==> src/rtl/if_pc_unit_if.sv <==
// Bus between the instruction-fetch PC unit and the surrounding pipeline stages.
// Optional macro IF_PC_MISALIGN_EN adds the instr_misaligned_o flag.
interface if_pc_unit_if #(
    parameter int XLEN = 32
);
    logic [31:0]     instruction_id_i;
    logic            branch_condition_i;
    logic [XLEN-1:0] branch_adder_id_i;
    logic [XLEN-1:0] alu_result_ex_i;
    logic            stall_i;
    logic [XLEN-1:0] pc_next_if_o;
    logic [XLEN-1:0] pc_reg_if_o;
    logic [XLEN-1:0] pc_reg_id_o;
    logic            if_id_flush_o;
    logic            id_ex_flush_o;
    logic            jalr_ex_o;
`ifdef IF_PC_MISALIGN_EN
    logic            instr_misaligned_o;
`endif

    // The pipeline side drives decode/hazard information and consumes the PCs.
    modport master (
`ifdef IF_PC_MISALIGN_EN
        input  instr_misaligned_o,
`endif
        output instruction_id_i,
        output branch_condition_i,
        output branch_adder_id_i,
        output alu_result_ex_i,
        output stall_i,
        input  pc_next_if_o,
        input  pc_reg_if_o,
        input  pc_reg_id_o,
        input  if_id_flush_o,
        input  id_ex_flush_o,
        input  jalr_ex_o
    );

    modport slave (
`ifdef IF_PC_MISALIGN_EN
        output instr_misaligned_o,
`endif
        input  instruction_id_i,
        input  branch_condition_i,
        input  branch_adder_id_i,
        input  alu_result_ex_i,
        input  stall_i,
        output pc_next_if_o,
        output pc_reg_if_o,
        output pc_reg_id_o,
        output if_id_flush_o,
        output id_ex_flush_o,
        output jalr_ex_o
    );
endinterface

==> src/rtl/if_pc_unit.sv <==
// Instruction-fetch PC generator: next-PC selection, IF/ID PC register and JALR tracking.
// Optional macro IF_PC_MISALIGN_EN: misaligned-target flag and forced 4-byte alignment of redirects.
module if_pc_unit #(
    parameter int              XLEN     = 32,
    parameter logic [XLEN-1:0] RESET_PC = '0
) (
    input logic          clk,
    input logic          reset,
    if_pc_unit_if.slave  bus
);

    localparam logic [0:0] IDLE    = 1'b0;
    localparam logic [0:0] JALR_EX = 1'b1;

    localparam logic [6:0] OPC_JALR = 7'b1100111;
    localparam logic [6:0] OPC_JAL  = 7'b1101111;
    localparam logic [6:0] OPC_BR   = 7'b1100011;

    localparam logic [XLEN-1:0] PC_STEP = XLEN'(4);

    logic [XLEN-1:0] pc_reg_if_q, pc_reg_if_d;
    logic [XLEN-1:0] pc_reg_id_q, pc_reg_id_d;
    logic [0:0]      state_q, state_d;

    logic            isJalr, isJal, isBr, brTaken;
    logic            jalrEx;
    logic            redirect;
    logic [XLEN-1:0] redirectTarget;
    logic            ifIdFlush, idExFlush;
    logic            unused_instr_bits;

    assign isJalr  = (bus.instruction_id_i[6:0] == OPC_JALR);
    assign isJal   = (bus.instruction_id_i[6:0] == OPC_JAL);
    assign isBr    = (bus.instruction_id_i[6:0] == OPC_BR);
    // funct3[0] distinguishes the inverted comparisons (BNE/BGE/BGEU).
    assign brTaken = isBr && (bus.instruction_id_i[12] ^ bus.branch_condition_i);
    assign jalrEx  = (state_q == JALR_EX);

    assign unused_instr_bits = ^{bus.instruction_id_i[31:13], bus.instruction_id_i[11:7]};

    always_comb begin
        redirect       = 1'b0;
        redirectTarget = bus.branch_adder_id_i;
        pc_reg_if_d    = pc_reg_if_q + PC_STEP;
        if (jalrEx) begin
            redirect       = 1'b1;
            redirectTarget = bus.alu_result_ex_i;
        end else if (bus.stall_i) begin
            pc_reg_if_d    = pc_reg_if_q;
        end else if (isJal || brTaken) begin
            redirect       = 1'b1;
            redirectTarget = bus.branch_adder_id_i;
        end
        if (redirect) begin
`ifdef IF_PC_MISALIGN_EN
            pc_reg_if_d = {redirectTarget[XLEN-1:2], 2'b00};
`else
            pc_reg_if_d = redirectTarget;
`endif
        end
    end

    assign ifIdFlush = jalrEx | (!bus.stall_i & (isJal | brTaken));
    assign idExFlush = jalrEx | bus.stall_i;

    // A JALR redirects only if it actually enters EX, i.e. it was not bubbled.
    always_comb begin
        state_d     = (isJalr && !idExFlush) ? JALR_EX : IDLE;
        pc_reg_id_d = (!bus.stall_i || jalrEx) ? pc_reg_if_q : pc_reg_id_q;
    end

    always_ff @(posedge clk) begin
        if (reset) begin
            pc_reg_if_q <= RESET_PC;
            pc_reg_id_q <= '0;
            state_q     <= IDLE;
        end else begin
            pc_reg_if_q <= pc_reg_if_d;
            pc_reg_id_q <= pc_reg_id_d;
            state_q     <= state_d;
        end
    end

`ifdef IF_PC_MISALIGN_EN
    logic misaligned_q, misaligned_d;

    assign misaligned_d = redirect && (redirectTarget[1:0] != 2'b00);

    always_ff @(posedge clk) begin
        if (reset) begin
            misaligned_q <= 1'b0;
        end else begin
            misaligned_q <= misaligned_d;
        end
    end

    assign bus.instr_misaligned_o = misaligned_q;
`endif

    assign bus.pc_next_if_o  = pc_reg_if_d;
    assign bus.pc_reg_if_o   = pc_reg_if_q;
    assign bus.pc_reg_id_o   = pc_reg_id_q;
    assign bus.if_id_flush_o = ifIdFlush;
    assign bus.id_ex_flush_o = idExFlush;
    assign bus.jalr_ex_o     = jalrEx;

endmodule

==> src/flat_wrapper.sv <==
// flat-port wrapper written by rule: the top's interface ports become plain ports
module if_pc_unit_flat 
#(
    parameter int              XLEN     = 32,
    parameter logic [XLEN-1:0] RESET_PC = '0
)
  (clk, reset, bus_instruction_id_i, bus_branch_condition_i, bus_branch_adder_id_i, bus_alu_result_ex_i, bus_stall_i, bus_pc_next_if_o, bus_pc_reg_if_o, bus_pc_reg_id_o, bus_if_id_flush_o, bus_id_ex_flush_o, bus_jalr_ex_o);
  if_pc_unit_if #(.XLEN(XLEN)) bus_i ();
  input logic clk;
  input logic reset;
  input wire logic [$bits(bus_i.instruction_id_i)-1:0] bus_instruction_id_i;
  input wire logic [$bits(bus_i.branch_condition_i)-1:0] bus_branch_condition_i;
  input wire logic [$bits(bus_i.branch_adder_id_i)-1:0] bus_branch_adder_id_i;
  input wire logic [$bits(bus_i.alu_result_ex_i)-1:0] bus_alu_result_ex_i;
  input wire logic [$bits(bus_i.stall_i)-1:0] bus_stall_i;
  output wire logic [$bits(bus_i.pc_next_if_o)-1:0] bus_pc_next_if_o;
  output wire logic [$bits(bus_i.pc_reg_if_o)-1:0] bus_pc_reg_if_o;
  output wire logic [$bits(bus_i.pc_reg_id_o)-1:0] bus_pc_reg_id_o;
  output wire logic [$bits(bus_i.if_id_flush_o)-1:0] bus_if_id_flush_o;
  output wire logic [$bits(bus_i.id_ex_flush_o)-1:0] bus_id_ex_flush_o;
  output wire logic [$bits(bus_i.jalr_ex_o)-1:0] bus_jalr_ex_o;
  assign bus_i.instruction_id_i = bus_instruction_id_i;
  assign bus_i.branch_condition_i = bus_branch_condition_i;
  assign bus_i.branch_adder_id_i = bus_branch_adder_id_i;
  assign bus_i.alu_result_ex_i = bus_alu_result_ex_i;
  assign bus_i.stall_i = bus_stall_i;
  assign bus_pc_next_if_o = bus_i.pc_next_if_o;
  assign bus_pc_reg_if_o = bus_i.pc_reg_if_o;
  assign bus_pc_reg_id_o = bus_i.pc_reg_id_o;
  assign bus_if_id_flush_o = bus_i.if_id_flush_o;
  assign bus_id_ex_flush_o = bus_i.id_ex_flush_o;
  assign bus_jalr_ex_o = bus_i.jalr_ex_o;
  if_pc_unit #(.XLEN(XLEN), .RESET_PC(RESET_PC)) u_core (.clk(clk), .reset(reset), .bus(bus_i));
endmodule
==> config.mk <==
export PLATFORM = sky130hd
export DESIGN_NAME = if_pc_unit_flat
export DESIGN_NICKNAME = d
export VERILOG_FILES = /design/src/rtl/if_pc_unit_if.sv /design/src/rtl/if_pc_unit.sv /design/src/flat_wrapper.sv
export SDC_FILE = /design/constraint.sdc
export NUM_CORES = 1
export LEC_CHECK = 0
export ABC_AREA = 1
export CAP_MARGIN = 10
export CORE_MARGIN = 10
export CORE_UTILIZATION = 40
export DETAILED_ROUTE_END_ITERATION = 10
export PLACE_DENSITY = 0.82
export SLEW_MARGIN = 20
export SYNTH_ARGS = -nofsm -noshare
export SYNTH_HDL_FRONTEND = slang
export SYNTH_SLANG_ARGS = --single-unit
==> constraint.sdc <==
create_clock -name clk -period 4.22 [get_ports clk]
set_input_delay 1.055 -clock clk [delete_from_list [all_inputs] [get_ports clk]]
set_output_delay 1.055 -clock clk [all_outputs]
set_load 0.005 [all_outputs]
==> run_1/layer_met1.png <==
Bar = 20 um.
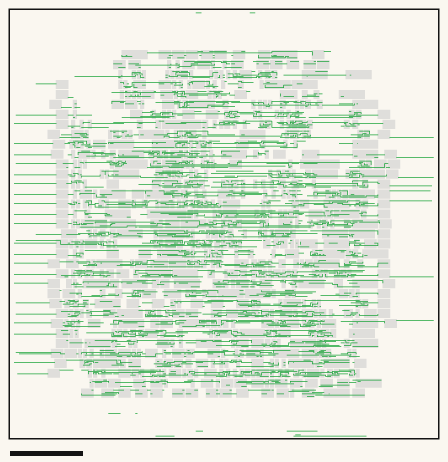
789 nets have wire on it. The longest straight run is 47.4 um. The layer carries 6020 um of wire. The wires run mostly horizontal. The layer holds 41% of the routed length.

==> run_1/layer_met2.png <==
Bar = 20 um.
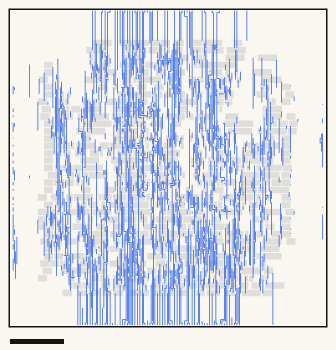
The layer carries 7140 um of wire. The wires run mostly vertical. 710 nets have wire on it. The layer holds 48% of the routed length. The longest straight run is 49.1 um.
drt total wl: 14800 um
met2 GRT Util: 35.1%

==> results.json, run 1 <==
{
  "grt_max_degree": 40,
  "clkbuf_count": 11,
  "die-area_um2": 13700,
  "fa_ha_area_share_pct": 0.333,
  "drt-met1-wl_um": 6020,
  "powerComb_mw": 0.203,
  "grt-ovfl-total": 0,
  "gp_congestion": 0.899,
  "cts_resized": 1,
  "postLayoutSetupSlackWorst_ns": 0.156,
  "syn_area_um2": 3760,
  "final_area_um2": 5850,
  "comb_share_pct": 36.5,
  "row_count": 35,
  "clkTransAtPathRegs_ns": 0.06,
  "status": "complete, no violations",
  "clk_path_buf_depth": 2,
  "maxSlewViolCount": 0,
  "common_cells": "nand2_1, dfxtp_1, nor2_1",
  "htree_levels": 3,
  "clock.fmax_ghz": 0.246,
  "grt_pass1_vias": 4351,
  "antenna_found_initial": 0,
  "warnings": 50,
  "power_leader": "the clock network",
  "cp.required_ns": 3.16,
  "finClkSkew_ns": 0.0116,
  "synth.cellmix.simpleShare_pct": 42.6,
  "synthTopCellsByArea": "dfxtp_1, nand2_1, a21oi_1",
  "hold_buffers": 0,
  "gr-usage-met1_pct": 25.4,
  "holdWs_ns": 0.461,
  "cap_viol_max_count": 0,
  "setup_violations": 0,
  "clk_share_pct": 4.17,
  "crit_end": "bus_pc_next_if_o[5]",
  "holdCritPathClass": "flip-flop to flip-flop",
  "synthTopLogicFamily": "simple AND/OR/NAND/NOR gates",
  "ff_count": 65,
  "drive_above_1_share_pct": 7.11,
  "timing_hold_violations_final": 0,
  "hold_end": "u_core.bus.pc_reg_id_o[10]",
  "top_layer_used": "met4",
  "r2r.worst_path.cells": 11,
  "ys_types": 30,
  "yosys-stat-area_um2": 3760,
  "p_clk_share_pct": 43.7,
  "syn_inst": 613,
  "worst-path-buf-inv": 5,
  "flop_cell": "dfxtp_1",
  "io_buffer_count": 174
}
==> run_1/layer_met3.png <==
Bar = 20 um.
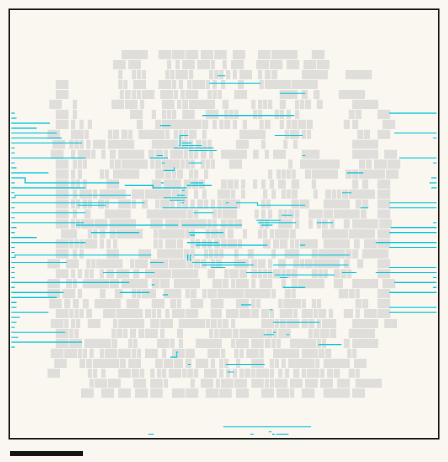
The wires run mostly horizontal. The layer carries 1200 um of wire.

==> inputs of run 2 (changes only) <==
CAP_MARGIN = unset   (was 10)
==> run_2/congestion.png <==
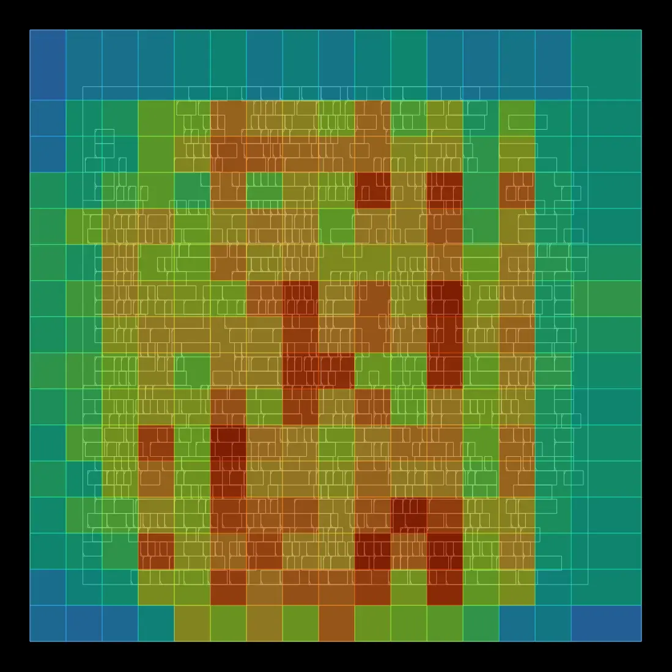
most used routing layer: met2
M3 GR Usage: 4.59%
Core Util, Final: 63.6%
DR WL/cell: 16.4 um

==> run_2/layer_met1.png <==
Bar = 20 um.
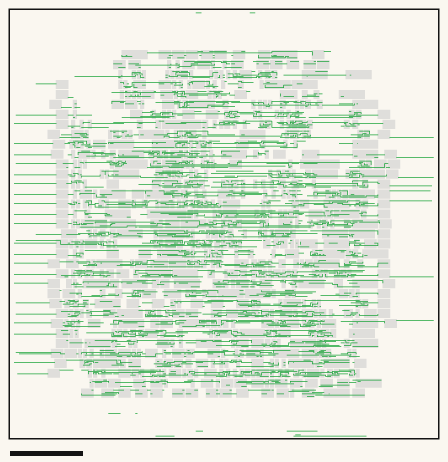
The layer holds 41% of the routed length. The longest straight run is 47.4 um. The wires run mostly horizontal. The layer carries 6020 um of wire. 789 nets have wire on it.

==> results.json, run 2 <==
{
  "p_clk_share_pct": 43.7,
  "hold_end": "u_core.bus.pc_reg_id_o[10]",
  "top_layer_used": "met4",
  "clkbuf_count": 11,
  "seq_share_pct": 22.2,
  "crit_end": "bus_pc_next_if_o[5]",
  "io_buffer_count": 174,
  "grt_util_met2_pct": 35.1,
  "postLayoutSetupSlackWorst_ns": 0.156,
  "flop_cell": "dfxtp_1",
  "die-area_um2": 13700,
  "antenna_found_initial": 0,
  "cts_resized": 1,
  "finClkSkew_ns": 0.0116,
  "period_needed_ns": 4.06,
  "ys_sh_mux_pct": 0,
  "clk_share_pct": 4.17,
  "grt-ovfl-total": 0,
  "synth.cellmix.simpleShare_pct": 42.6,
  "ys_cells": 613,
  "cp.required_ns": 3.16,
  "syn_area_um2": 3760,
  "maxSlewViolCount": 0,
  "setup_violations": 0,
  "gr-usage-met1_pct": 25.4,
  "clkTransAtPathRegs_ns": 0.06,
  "powerComb_mw": 0.203,
  "hold_buffers": 0,
  "grt_max_degree": 40,
  "final_area_um2": 5850,
  "clk_path_buf_depth": 2,
  "totalWireLength_um": 14800,
  "drt-met1-wl_um": 6020,
  "relSlewSlack_pct": 51.7,
  "root_buffer": "clkbuf_8",
  "path_depth": 11,
  "cts_setup_buffers": 0,
  "r2r.worst_path.cells": 11,
  "clock.fmax_ghz": 0.246,
  "syn_inst": 613,
  "combPwrFrac_pct": 13.5,
  "timing_hold_violations_final": 0,
  "holdCritPathClass": "flip-flop to flip-flop",
  "comb_share_pct": 36.5,
  "fa_ha_area_share_pct": 0.333,
  "ff_count": 65,
  "cpPeakStageDelay_ns": 0.53,
  "drive_above_1_share_pct": 7.11,
  "htree_levels": 3,
  "synthTopCellsByArea": "dfxtp_1, nand2_1, a21oi_1",
  "gp_congestion": 0.899,
  "row_count": 35,
  "clk-power_mw": 0.655,
  "warnings": 50,
  "dp.cells": 883,
  "yosys-stat-area_um2": 3760,
  "ys_types": 30,
  "power_leader": "the clock network",
  "worst-path-buf-inv": 5,
  "synth.cellmix.compoundShare_pct": 13.0,
  "status": "complete, no violations",
  "final_cells": 899,
  "holdWs_ns": 0.461,
  "grt_pass1_vias": 4351,
  "common_cells": "nand2_1, dfxtp_1, nor2_1",
  "edf_count": 0,
  "synthTopLogicFamily": "simple AND/OR/NAND/NOR gates",
  "cap_viol_max_count": 0,
  "ir_drop_uv": 133,
  "cts_inserted_buffers": 9,
  "cts_tree": "done",
  "hold_depth": 2
}
==> run_2/layer_met2.png <==
Bar = 20 um.
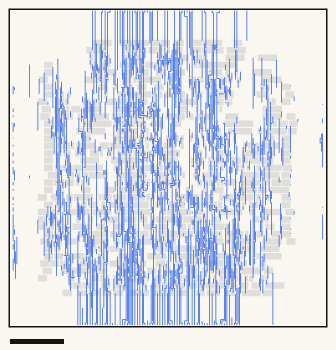
710 nets have wire on it. The layer carries 7140 um of wire. The layer holds 48% of the routed length. The longest straight run is 49.1 um.
routed vias: 4607

